==> config.mk <==
export PLATFORM = sky130hd
export DESIGN_NAME = pc_stack_unit
export DESIGN_NICKNAME = d
export VERILOG_FILES = /design/src/rtl/pc_stack_unit.sv
export SDC_FILE = /design/constraint.sdc
export NUM_CORES = 1
export LEC_CHECK = 0
export CAP_MARGIN = 0
export CORE_MARGIN = 3
export CORE_UTILIZATION = 59
export DETAILED_ROUTE_END_ITERATION = 8
export PLACE_DENSITY_LB_ADDON = 0.25
export SLEW_MARGIN = 20
export SYNTH_ARGS = -nofsm -noshare
export SYNTH_HDL_FRONTEND = slang
export SYNTH_SLANG_ARGS = --single-unit
==> constraint.sdc <==
create_clock -name clk -period 2.9 [get_ports clk]
set_clock_uncertainty 0.15 [all_clocks]
set_input_delay 0.29 -clock clk [delete_from_list [all_inputs] [get_ports clk]]
set_output_delay 0.29 -clock clk [all_outputs]
set_load 0.02 [all_outputs]
Figure 1. Port wiring (run 1).
(4 px per micron)
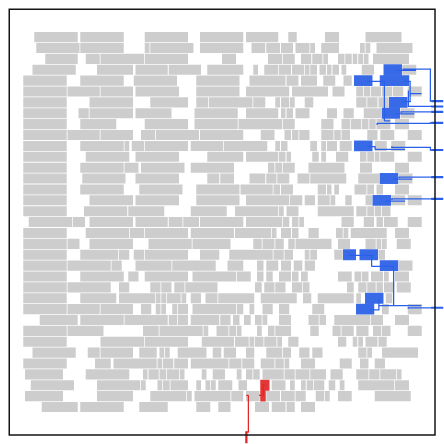
Key: blue = pc_offset [bits 8, direction input, edge right, end cells 13, wire 176 microns]; red = rst [bits 1, direction input, edge bottom, end cells 2, wire 14.4 microns]
Top Ports: 41
quantity of I/O buffers inserted on ports: 40

Figure 2. Routed metal per tile (run 1).
(4 px per micron) The die is cut into 21 by 21 equal tiles; white is low, dark blue is high, scaled to the fullest tile. Values are wire area over tile area, all layers added.
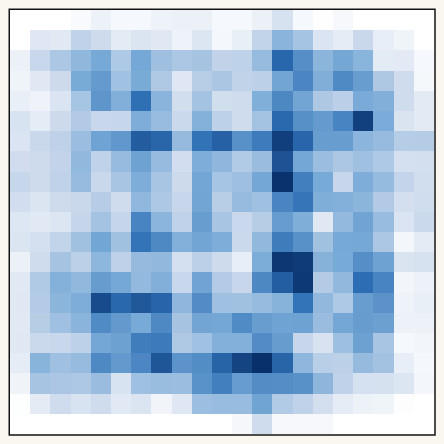
6.6% of the tiles are nearly empty. The mean over all tiles is 0.22. The fullest tile reaches 0.64.
final routed wire length divided by cell count: 23.46 microns
Tot GR Track Use: 29.20%

Figure 3. Gate-type map (run 1).
(4 px per micron)
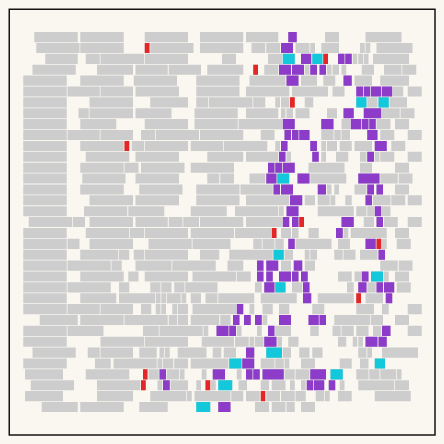
Key: purple = inverting AOI/OAI gates [cells 98, most used o21ai_0]; red = inverters [cells 13, most used inv_1]; cyan = AND-OR and OR-AND gates [cells 14, most used o21a_1]
number of standard cells in the final layout excluding fillers: 652
Top cell excl fill/tap: sky130_fd_sc_hd__edfxtp_1
combinational fraction of the cell area: 33.06%

==> run notes, run 1 <==
Implementation run completed; key figures follow.

Global routing:
- Global routing consumed, on the met2 layer, 46.08% of the routing resources.
- The run puts the wire length of the first global-routing pass at 24150 microns.
- Entering global routing, the biggest net connects 31 pins.
- The run puts the routing usage on met1 at 38.37%.
- The run puts the number of antenna violations at the first check in global routing at 0.
- Looking at the global route congestion table, the highest-usage layer is met2.
- The run gives the number of global-route vias before repair as 4272.

STA:
- Setup repair after global routing left no endpoint under its margin.
- The run puts the worst slew slack as a fraction of its limit at 43.48%.
- The last timing report of the flow puts the setup violation total at 0.
- Post-route period utilization is reported as 93.66%.
- The run puts the final hold violation count at 0.
- The run gives the highest achievable clock rate as 368.2 MHz.
- The run gives the final tally of max-slew violations as 0.
- The run gives the worst-margin pin slew as 0.8469 ns.
- The run gives the sum of negative setup slack as 0 ns.

Clock tree:
- TritonCTS built the clock tree.
- The run gives the clock latency reported for the late side of the worst-skew pair as 0.52 ns.
- Per the TritonCTS log, the buffer count is 17.
- The run gives the register clock-pin slew on the reported worst setup and hold paths as 0.07 ns.
- The run gives the number of hold buffers added after cts as 0.
- Post-CTS timing repair inserted 0 buffers for setup.
- The run puts the maximum clock path buffer count at 2.
- The H-tree generated during clock tree synthesis spans 4 levels.

Routing:
- The count of nets left with antenna violations once routing finished came out at 0.
- For this run, the detailed router reports a per-instance via density of 6.405.
- The run gives the highest metal layer with signal wires as met4.
- The run puts the total length of routed wires at 15300 microns.
- The run gives the post-route met1 wirelength as 6333 microns.
- In the detailed route, the total length drawn on met2 is 7372 microns.
- The run gives the remaining routing DRC violations as 0.
- The run puts the DRC violation total after the first TritonRoute iteration at 402.
- The run puts the number of detailed-routing iterations run before antenna repair at 5.

Critical path:
- The run puts the critical path's largest stage delay at 0.46 ns.
- On the critical path, the stage with the largest delay is an instance of sky130_fd_sc_hd__ha_1.
- The run puts the critical path data arrival time at 2.93 ns.
- The run gives the critical path start-end classification as reg2reg.
- The OpenROAD report gives the critical path a required time of 3.12 ns.
- The critical path maximum fanout is 8.
- Walking the worst path, the cells encountered are inv_2, ha_1, buf_4, mux4_1, mux2i_1, a21oi_1, a311oi_1, a221oi_1.
- The worst setup path is launched from a flop.
- The run puts the register-to-register setup slack at 0.18 ns.
- The run gives the capturing element type of the critical path as a flop.

Placed design:
- The run puts the sum of net half-perimeters after detailed placement at 10250 microns.
- Per the gpl log, the routability congestion estimate is 0.9094.

Yosys:
- The run gives the share of flip-flops with an asynchronous set or reset as 16.52%.
- The run gives the number of instances in the synthesized netlist as 443.
- The run puts the average instance area after synthesis at 13.33 sq um.
- The run gives the synthesized flop and latch total as 115.
- Ranked by instance count, the synthesized netlist is headed by sky130_fd_sc_hd__edfxtp_1, sky130_fd_sc_hd__nand2_1, sky130_fd_sc_hd__o21ai_0, sky130_fd_sc_hd__nor2_1, sky130_fd_sc_hd__a21oi_1.
- The run gives the top cell type by instance count after synthesis as sky130_fd_sc_hd__edfxtp_1.
- Summed over all instances, the cell type with the most area after synthesis is sky130_fd_sc_hd__edfxtp_1.
- Ranked by total cell area, the synthesized netlist is headed by sky130_fd_sc_hd__edfxtp_1, sky130_fd_sc_hd__dfrtp_1, sky130_fd_sc_hd__mux4_2, sky130_fd_sc_hd__ha_1, sky130_fd_sc_hd__mux4_1.
- Counting every net in the synthesized netlist gives 484.
- The run puts the share of synthesized area occupied by flip-flops and latches at 56.87%.

Worst hold path:
- The run gives the path class of the lowest-slack min-delay path as in2async.

Finish:
- The repair_antennas step left the layout with diodes totalling 0.
- The run puts the number of fill cells at 602.
- The run puts the count of nets after finishing at 551.
- The run puts the growth of design area from synthesis to finish at 22.14%.
- The run gives the ratio of cells with drive above 1 in the final layout as 19.12%.
- The run puts the flip-flop count of the largest register after layout at 96.

Die:
- The run puts the floorplan-stage core utilization at 62.16%.
- The run puts the floorplan row count at 35.
- The chip occupies 11250 sq um.
- The run gives the height of the chip as 106.1 microns.
- The run gives the floorplan core area as 9503 sq um.

Job:
- Per the run summary, max-cap violations total 0.

Pwr:
- VDD sags by at most 0.6075 mV.
- The run puts the total power divided by cell area at 833.1 nW/um^2.
- The run gives the leakage power figure as 2.601 nW.
- The run gives the overall power after layout as 6.011 mW.

Outcome:
- The run finished with clean final reports.
run 1: through the flow:
stage | setup WS [ns] | util (%) | area, sq um | instances | hold slack (ns)
global placement | 0.009103 | 69.87 | 6640 | 620 | 0.4058
floorplan | 0.2216 | - | 5907 | 443 | 0.09039
detailed placement | -0.02439 | 69.87 | 6640 | 620 | 0.4233
CTS | 0.1872 | 75.92 | 7214 | 652 | 0.1314
global route | 0.05714 | 75.92 | 7214 | 652 | 0.1841
finish | 0.1840 | 75.92 | 7214 | 652 | 0.1233
run 1: area by class of cell:
type | instances | area, sq um | share of cell area [%]
Clock inverter | 15 | 160.2 | 2.220
Timing Repair Buffer | 73 | 685.7 | 9.504
Clock buffer | 17 | 414.1 | 5.741
Multi-Input combinational cell | 290 | 2385 | 33.06
Inverter | 13 | 48.80 | 0.6764
Tap cell | 129 | 161.4 | 2.237
Sequential cell | 115 | 3359 | 46.57
run 1: power breakdown:
part           internal [mW]  switching (mW)
Sequential              2.00           0.147
Clock                   1.18           0.847
Combinational          0.812            1.03
run 1: cell families (layout without fill, tap and decap cells):
kind of cell             after synthesis  in the layout  synth area share, %
AND-OR/OR-AND                        112            112                13.05
XOR/XNOR                              17             17                2.521
AND/OR/NAND/NOR                      103            103                8.494
multiplexers                          43             43                12.84
buffers and inverters                 38            118                2.923
adder cells (fa/ha/maj)               15             15                3.304
flip-flops                           115            115                56.87
run 1: worst max-delay path: cells and delay by family (launching register included):
| family | cells | cell delay, ns |
|---|---|---|
| AND-OR/OR-AND | 3 | 0.62 |
| multiplexers | 2 | 0.57 |
| adder cells (fa/ha/maj) | 1 | 0.46 |
| flip-flops | 1 | 0.43 |
| buffers and inverters | 2 | 0.34 |
## Run 2: what changed since run 1
Clock period 2.9 ns to 2.7 ns, I/O delays scaled along.
Figure 4. Routed metal per tile (run 2).
(4 px per micron) The die is cut into 21 by 21 equal tiles; white is low, dark blue is high, scaled to the fullest tile. Values are wire area over tile area, all layers added.
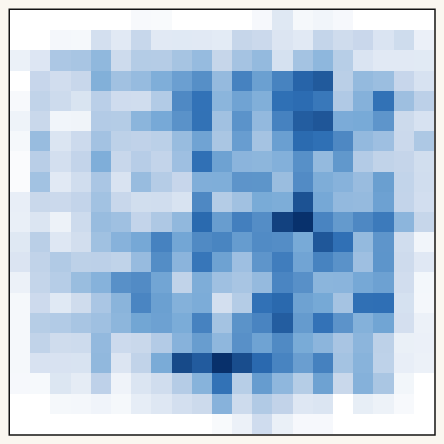
The densest ninth of the die: middle. 8.4% of the tiles are nearly empty. The mean over all tiles is 0.21. 25% of the tiles are over half the peak. The fullest tile reaches 0.62.
total wirelength of the detailed-routed design: 14540 microns
Tot GR Track Use: 27.38%
final routed wire length divided by cell count: 21.96 microns

==> run notes, run 2 <==
Implementation run completed; key figures follow.

Pwr:
- The run gives the overall power after layout as 6.448 mW (+7.3%).
- The run puts the worst supply voltage drop on vdd at 0.5810 mV (-4.4%).
- The run gives the total power divided by cell area as 883.3 nW/um^2 (+6.0%).
- The run puts the leakage power figure at 2.648 nW (+1.8%).

Placed design:
- The run gives the global placer's final weighted congestion as 0.9169 (+0.82%).
- The number of port buffers came to 40 (unchanged).

Yosys:
- The run gives the post-synthesis net count as 484 (unchanged).
- The synthesized flop and latch total is 115 (unchanged).
- The run puts the share of flip-flops with an asynchronous set or reset at 16.52% (unchanged).
- The run gives the post-synthesis mux area share as 12.84% (unchanged).
- The run gives the top cell type by instance count after synthesis as sky130_fd_sc_hd__edfxtp_1.
- The xor/xnor cell area share of the yosys netlist was 2.521% (unchanged).
- The run puts the area fraction in compound gates at 13.05% (unchanged).
- For reference, the top cells by count after synthesis are sky130_fd_sc_hd__edfxtp_1, sky130_fd_sc_hd__nand2_1, sky130_fd_sc_hd__o21ai_0, sky130_fd_sc_hd__nor2_1, sky130_fd_sc_hd__a21oi_1.
- The run puts the average instance area after synthesis at 13.33 sq um (unchanged).
- The share of synthesized area occupied by flip-flops and latches is 56.87% (unchanged).

Die:
- The floorplan row count came to 35 (unchanged).
- The run puts the die area at 11250 sq um (unchanged).

Finish:
- The run gives the flip-flop count of the largest register after layout as 96 (unchanged).
- The run puts the count of nets after finishing at 561 (+1.8%).
- The run puts the number of fill cells at 583 (-3.2%).
- The run gives the ratio of cells with drive above 1 in the final layout as 20.64% (+1.5 points).

Critical path:
- The run gives the launching element type of the critical path as a flop.
- The run puts the critical path data arrival time at 2.77 ns (-0.16 ns).
- The run puts the required time of the worst setup path at 2.96 ns (-0.16 ns).
- The run gives the critical path's largest stage delay as 0.39 ns (-0.07 ns).
- The run gives the register-to-register setup slack as 0.19 ns (about the same).
- STA classifies the critical path endpoint as a flop.
- The run gives the master of the slowest instance on the critical path as sky130_fd_sc_hd__dfrtp_1.
- The run gives the critical path start-end classification as reg2reg.

Routing:
- The DRC violation total after the first TritonRoute iteration came to 474 (+18%).
- The run puts the number of vias per cell at 6.396 (-0.14%).
- The run gives the number of detailed-routing iterations run before antenna repair as 6 (+1).
- The residual antenna-violating net count after detailed routing came to 0 (unchanged).

Clock tree:
- The run gives the TritonCTS buffer count as 17 (unchanged).
- The run gives the H-tree depth as 4 (unchanged).
- TritonCTS built the clock tree.
- The run puts the maximum clock path buffer count at 2 (unchanged).
- The run puts the number of hold buffers added after cts at 0 (unchanged).
- The run puts the clock latency reported for the late side of the worst-skew pair at 0.51 ns (about the same).

Job:
- The run gives the number of maximum-capacitance violations as 0 (unchanged).

Global routing:
- The run gives the number of global-route vias before repair as 4271 (-0.023%).
- The run puts the wire length of the first global-routing pass at 22950 microns (-5.0%).
- The run gives the maximum number of pins on one net before global-route repair as 24 (-23%).

STA:
- The run puts the final clock period utilization by the worst path at 92.96% (-0.69 points).
- The smallest setup slack after layout is 0.1901 ns (+0.006074 ns).
- The run puts the sum of negative setup slack at 0 ns (unchanged).
- The run puts the final tally of max-slew violations at 0 (unchanged).
- The run puts the highest achievable clock rate at 398.4 MHz (+8.2%).
- Setup repair after global routing left no endpoint under its margin.
- The run puts the worst-margin pin slew at 0.8638 ns (+0.01696 ns).

Worst hold path:
- According to the hold report, the worst path is of the in2async type.

Outcome:
- The flow ran to the end, and the final reports show no timing, DRC or antenna violations.
Figure 5. Gate-type map (run 2).
(4 px per micron)
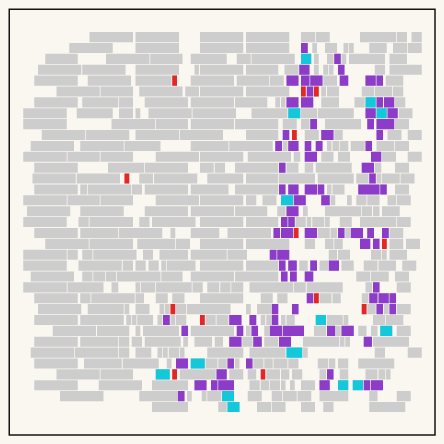
Key: red = inverters [cells 13, most used inv_1]; purple = inverting AOI/OAI gates [cells 98, most used o21ai_0]; cyan = AND-OR and OR-AND gates [cells 14, most used o21a_1]
combinational fraction of the cell area: 32.74%
number of standard cells in the final layout excluding fillers: 662

[run 2: kinds of logic (layout without fill, tap and decap cells)]
group	Yosys count	in the layout
flops	115	115
compound gates	112	112
simple gates	103	103
mux	43	43
buf+inv	38	128
xor+xnor	17	17
fa+ha+maj	15	15
[run 2: final cells by class]
class / instances / area [sq um] / share of cell area, %
Inverter: 13 / 48.80 / 0.6685
Clock buffer: 17 / 414.1 / 5.674
Sequential cell: 115 / 3359 / 46.02
Clock inverter: 15 / 152.6 / 2.091
Multi-Input combinational cell: 290 / 2390 / 32.74
Tap cell: 129 / 161.4 / 2.211
Timing Repair Buffer: 83 / 773.2 / 10.59
[run 2: metrics by stage]
step	area (sq um)	hold slack [ns]
final	7300	0.1045
after CTS	7287	0.09363
after floorplan	5907	0.07039
after global placement	6720	0.4010
after detailed placement	6720	0.4192
after global routing	7300	0.1574
[run 2: power by group]
| group | leakage [nW] | switching, mW | total, mW | internal (mW) |
|---|---|---|---|---|
| combinational | 1.28 | 1.11 | 2.02 | 0.917 |
| clock | 0.271 | 0.822 | 2.14 | 1.32 |
| sequential | 1.10 | 0.134 | 2.29 | 2.15 |
[run 2: layer usage]
layer | GRT usage (%) | up-vias | routed length (microns)
li1 | - | 1919 | -
met1 | 34.10 | 2101 | 5870
met2 | 45.63 | 187 | 7285
met3 | 8.743 | 27 | 1073
met4 | 9.251 | 0 | 309
met5 | 0 | - | 0
[run 2: what timing repair did]
item	CTS	global route
endpoints found under the setup margin	0	2
buffers inserted	0	1
gates resized	0	2
hold endpoints to repair	0	0
Power is estimated from default activity; no workload was simulated.
